===== src/rtl/lfsr_pkg.sv =====
`default_nettype none
// ============================================================================
//  Module      : lfsr_pkg
//  Description : Shared LFSR tap table, draw FSM state type and width helper.
//  Revision    : 1.0 - initial release
// ============================================================================
package lfsr_pkg;

  typedef enum logic [1:0] {
    IDLE   = 2'd0,
    SAMPLE = 2'd1,
    DONE   = 2'd2
  } draw_state_e;

  localparam int C_TAPS_MIN_W = 4;
  localparam int C_TAPS_MAX_W = 16;

  // Maximal-length Fibonacci tap masks, bit i set means state[i] feeds the XOR.
  function automatic logic [15:0] taps(input int width);
    case (width)
      4:       taps = 16'h000C;
      5:       taps = 16'h0014;
      6:       taps = 16'h0030;
      7:       taps = 16'h0060;
      8:       taps = 16'h00B8;
      9:       taps = 16'h0110;
      10:      taps = 16'h0240;
      11:      taps = 16'h0500;
      12:      taps = 16'h0829;
      13:      taps = 16'h100D;
      14:      taps = 16'h2015;
      15:      taps = 16'h6000;
      16:      taps = 16'hD008;
      default: taps = 16'h0000;
    endcase
  endfunction

  // Number of bits needed to hold a value in [0, range-1].
  function automatic int out_w(input int range);
    out_w = (range < 2) ? 1 : $clog2(range);
  endfunction

endpackage
`default_nettype wire


===== src/rtl/lfsr_core.sv =====
`default_nettype none
// ============================================================================
//  Module      : lfsr_core
//  Description : Fibonacci LFSR register with seed load and zero-state guard.
//  Revision    : 1.0 - initial release
// ============================================================================
module lfsr_core
  import lfsr_pkg::*;
#(
  parameter int               WIDTH = 9,
  parameter logic [WIDTH-1:0] SEED  = {{(WIDTH-1){1'b0}}, 1'b1}
) (
  input  logic             clk_i,
  input  logic             rst_ni,
  input  logic             step_i,
  input  logic             load_i,
  input  logic [WIDTH-1:0] load_val_i,
  output logic [WIDTH-1:0] state_o
);

  localparam logic [15:0]      C_TAPS_FULL = taps(WIDTH);
  localparam logic [WIDTH-1:0] C_TAPS      = C_TAPS_FULL[WIDTH-1:0];

  logic [WIDTH-1:0] state_q;
  logic [WIDTH-1:0] state_d;
  logic             w_fb;

  assign w_fb = ^(state_q & C_TAPS);

  // Next state: load beats everything; an all-zero state is always replaced by SEED.
  always_comb begin
    state_d = state_q;
    if (load_i) begin
      state_d = (load_val_i == '0) ? SEED : load_val_i;
    end else if (state_q == '0) begin
      state_d = SEED;
    end else if (step_i) begin
      state_d = {state_q[WIDTH-2:0], w_fb};
    end
  end

  // State register, returns to SEED on reset.
  always_ff @(posedge clk_i or negedge rst_ni) begin
    if (!rst_ni) begin
      state_q <= SEED;
    end else begin
      state_q <= state_d;
    end
  end

  assign state_o = state_q;

endmodule
`default_nettype wire


===== src/rtl/lfsr_draw_rng.sv =====
`default_nettype none
// ============================================================================
//  Module      : lfsr_draw_rng
//  Description : Free-running LFSR with a ready/valid bounded-range draw engine
//                using rejection sampling and a forced fold-down fallback.
//  Revision    : 1.0 - initial release
// ============================================================================
module lfsr_draw_rng
  import lfsr_pkg::*;
#(
  parameter int               WIDTH     = 9,
  parameter int               RANGE     = 52,
  parameter int               OUT_W     = out_w(RANGE),
  parameter logic [WIDTH-1:0] SEED      = {{(WIDTH-1){1'b0}}, 1'b1},
  parameter int               MAX_TRIES = 16
) (
  input  logic             clk_i,
  input  logic             rst_ni,
  input  logic             en_i,
  input  logic             seed_load_i,
  input  logic [WIDTH-1:0] seed_in_i,
  input  logic             draw_req_i,
  output logic             draw_ready_o,
  output logic             draw_valid_o,
  output logic [OUT_W-1:0] draw_value_o,
  output logic [4:0]       draw_tries_o,
  output logic [WIDTH-1:0] rnd_o
);

  localparam logic [OUT_W:0]   C_RANGE_EXT = (OUT_W+1)'(RANGE);
  localparam logic [OUT_W-1:0] C_RANGE_LO  = OUT_W'(RANGE);
  localparam logic [4:0]       C_MAX_TRIES = 5'(MAX_TRIES);

  draw_state_e      state_q, state_d;
  logic [4:0]       tries_q, tries_d;
  logic [4:0]       out_tries_q, out_tries_d;
  logic [OUT_W-1:0] value_q, value_d;
  logic             w_step;
  logic             w_load;
  logic [WIDTH-1:0] w_state;
  logic [OUT_W-1:0] w_s;
  logic             w_in_range;
  logic [OUT_W-1:0] w_fold;

  lfsr_core #(
    .WIDTH (WIDTH),
    .SEED  (SEED)
  ) u_core (
    .clk_i      (clk_i),
    .rst_ni     (rst_ni),
    .step_i     (w_step),
    .load_i     (w_load),
    .load_val_i (seed_in_i),
    .state_o    (w_state)
  );

  // Low bits are the candidate; RANGE exceeds half the window, so one subtract folds it in.
  assign w_s        = w_state[OUT_W-1:0];
  assign w_in_range = ({1'b0, w_s} < C_RANGE_EXT);
  assign w_fold     = w_s - C_RANGE_LO;

  // Draw FSM next-state, LFSR control and result capture.
  always_comb begin
    state_d     = state_q;
    tries_d     = tries_q;
    out_tries_d = out_tries_q;
    value_d     = value_q;
    w_step      = 1'b0;
    w_load      = 1'b0;
    case (state_q)
      IDLE: begin
        if (seed_load_i) begin
          w_load = 1'b1;
        end else if (draw_req_i) begin
          state_d = SAMPLE;
          tries_d = '0;
        end else if (en_i) begin
          w_step = 1'b1;
        end
      end
      SAMPLE: begin
        w_step = 1'b1;
        if (w_in_range) begin
          value_d     = w_s;
          out_tries_d = tries_q;
          state_d     = DONE;
        end else if (tries_q == C_MAX_TRIES) begin
          value_d     = w_fold;
          out_tries_d = tries_q;
          state_d     = DONE;
        end else begin
          tries_d = (tries_q == 5'd31) ? tries_q : tries_q + 5'd1;
        end
      end
      DONE: begin
        state_d = IDLE;
      end
      default: begin
        state_d = IDLE;
      end
    endcase
  end

  // FSM and result registers; a reset mid-draw simply abandons the draw.
  always_ff @(posedge clk_i or negedge rst_ni) begin
    if (!rst_ni) begin
      state_q     <= IDLE;
      tries_q     <= '0;
      out_tries_q <= '0;
      value_q     <= '0;
    end else begin
      state_q     <= state_d;
      tries_q     <= tries_d;
      out_tries_q <= out_tries_d;
      value_q     <= value_d;
    end
  end

  assign draw_ready_o = (state_q == IDLE);
  assign draw_valid_o = (state_q == DONE);
  assign draw_value_o = value_q;
  assign draw_tries_o = out_tries_q;
  assign rnd_o        = w_state;

endmodule
`default_nettype wire

===== config.mk =====
export PLATFORM = sky130hd
export DESIGN_NAME = lfsr_draw_rng
export DESIGN_NICKNAME = d
export VERILOG_FILES = /design/src/rtl/lfsr_pkg.sv /design/src/rtl/lfsr_core.sv /design/src/rtl/lfsr_draw_rng.sv
export SDC_FILE = /design/constraint.sdc
export NUM_CORES = 1
export LEC_CHECK = 0
export ABC_AREA = 1
export CAP_MARGIN = 20
export CORE_ASPECT_RATIO = 0.6
export CORE_MARGIN = 5
export CORE_UTILIZATION = 30
export DETAILED_ROUTE_END_ITERATION = 8
export HOLD_SLACK_MARGIN = 0.03
export PLACE_DENSITY = 0.51
export SETUP_SLACK_MARGIN = 0.2
export SLEW_MARGIN = 20
export SYNTH_ARGS = -nofsm -noshare
export SYNTH_HDL_FRONTEND = slang
export SYNTH_SLANG_ARGS = --single-unit

===== constraint.sdc =====
create_clock -name clk_i -period 3.5 [get_ports clk_i]
set_clock_uncertainty 0.2 [all_clocks]
set_input_delay 0.7 -clock clk_i [delete_from_list [all_inputs] [get_ports clk_i]]
set_output_delay 0.7 -clock clk_i [all_outputs]
set_load 0.02 [all_outputs]

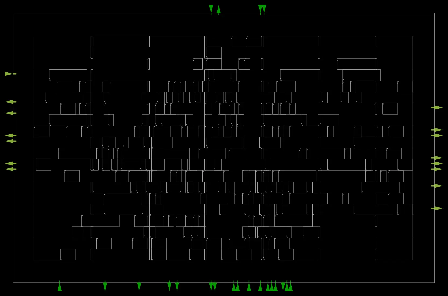
(placed standard cells)
# fillers: 531
TAP cells: 66
Util after Layout: 0.3970

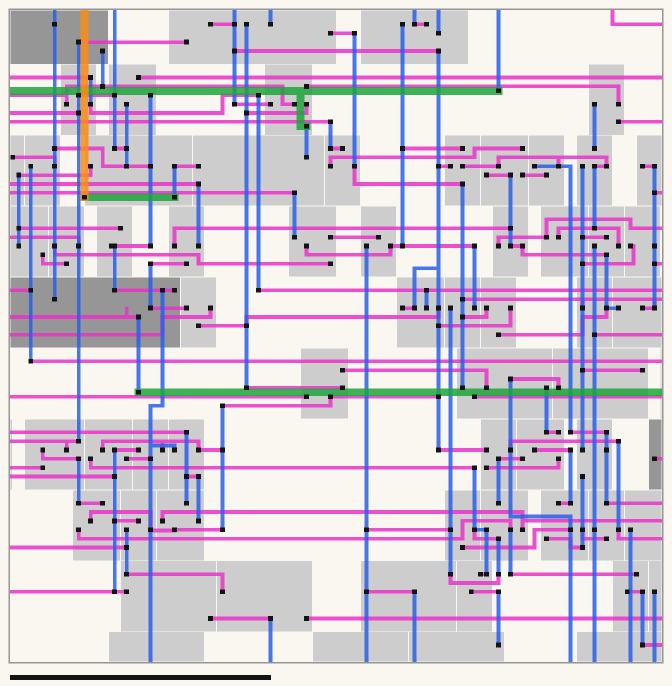
(a small window of the routed layout)
Scale bar: 10 um. Region (39, 7) to (64, 32) um. Cells in gray, sequential cells in the stronger gray; small squares are vias.
M1 -> magenta
M3 -> green
M2 -> blue
M4 -> orange
netlist names of flops here include = u_core.state_o (1)
sequential cells in the window = 1
cells with their middle in the window = 53
most frequent = nand2_1 (18), o21ai_0 (8), nor2_1 (6)

==> flow_summary.ini <==
; generated from flow reports
[clock_tree]
clk_latency_ps = 270
root_buffer = clkbuf_8

[synthesis]
synth.distinct_cells = 21
syn_inst = 198

[worst_setup_path]
max_stage_delay_ps = 640
cp.buffers_inverters = 1
reg2reg_slack_ps = 1410
rr_worst_depth = 10
startpoint = state_q[0]$_DFFE_PN0P_

[sta]
max_slew_margin = 0.7612
fin_tns_setup_ps = 0

[finish]
flops = 27
buf_share = 0.1801
layout_top_cell = nand2_1
combGateArea_um2 = 725.7

[global_route]
top_usage_layer = met1

[routing]
drtIter0Drc = 75
route.met2.wl_um = 1348
drt-met1-wl_um = 2075

[place]
place_ws_ps = 1245

[floorplan]
io_pins = 36
fp.dieArea_mm2 = 0.006690

[power]
internal_power_uw = 850.2
cellPowerDensity_mw_per_mm2 = 812.0

[status]
outcome = complete, no violations
-- power groups by stage --
stage | clock network (uW) | logic [uW] | registers (uW)
floorplan | 0 | 551 | 591
global placement | 0 | 943 | 525
detailed placement | 0 | 927 | 522
CTS | 185 | 932 | 516
global route | 198 | 1030 | 530
finish | 179 | 920 | 515
-- cells in the mapped netlist (2+ instances only) --
cell / count / share of area
nand2_1: 65 / 0.16
dfrtp_1: 26 / 0.42
inv_1: 23 / 0.056
nor2_1: 23 / 0.056
o21ai_0: 16 / 0.052
nand3_1: 13 / 0.042
o21ai_2: 6 / 0.034
ha_1: 5 / 0.041
buf_6: 3 / 0.022
inv_2: 3 / 0.0073
nand2_2: 3 / 0.012
nand2_4: 2 / 0.015
nor2_4: 2 / 0.015
Power and IR drop assume default switching activity.
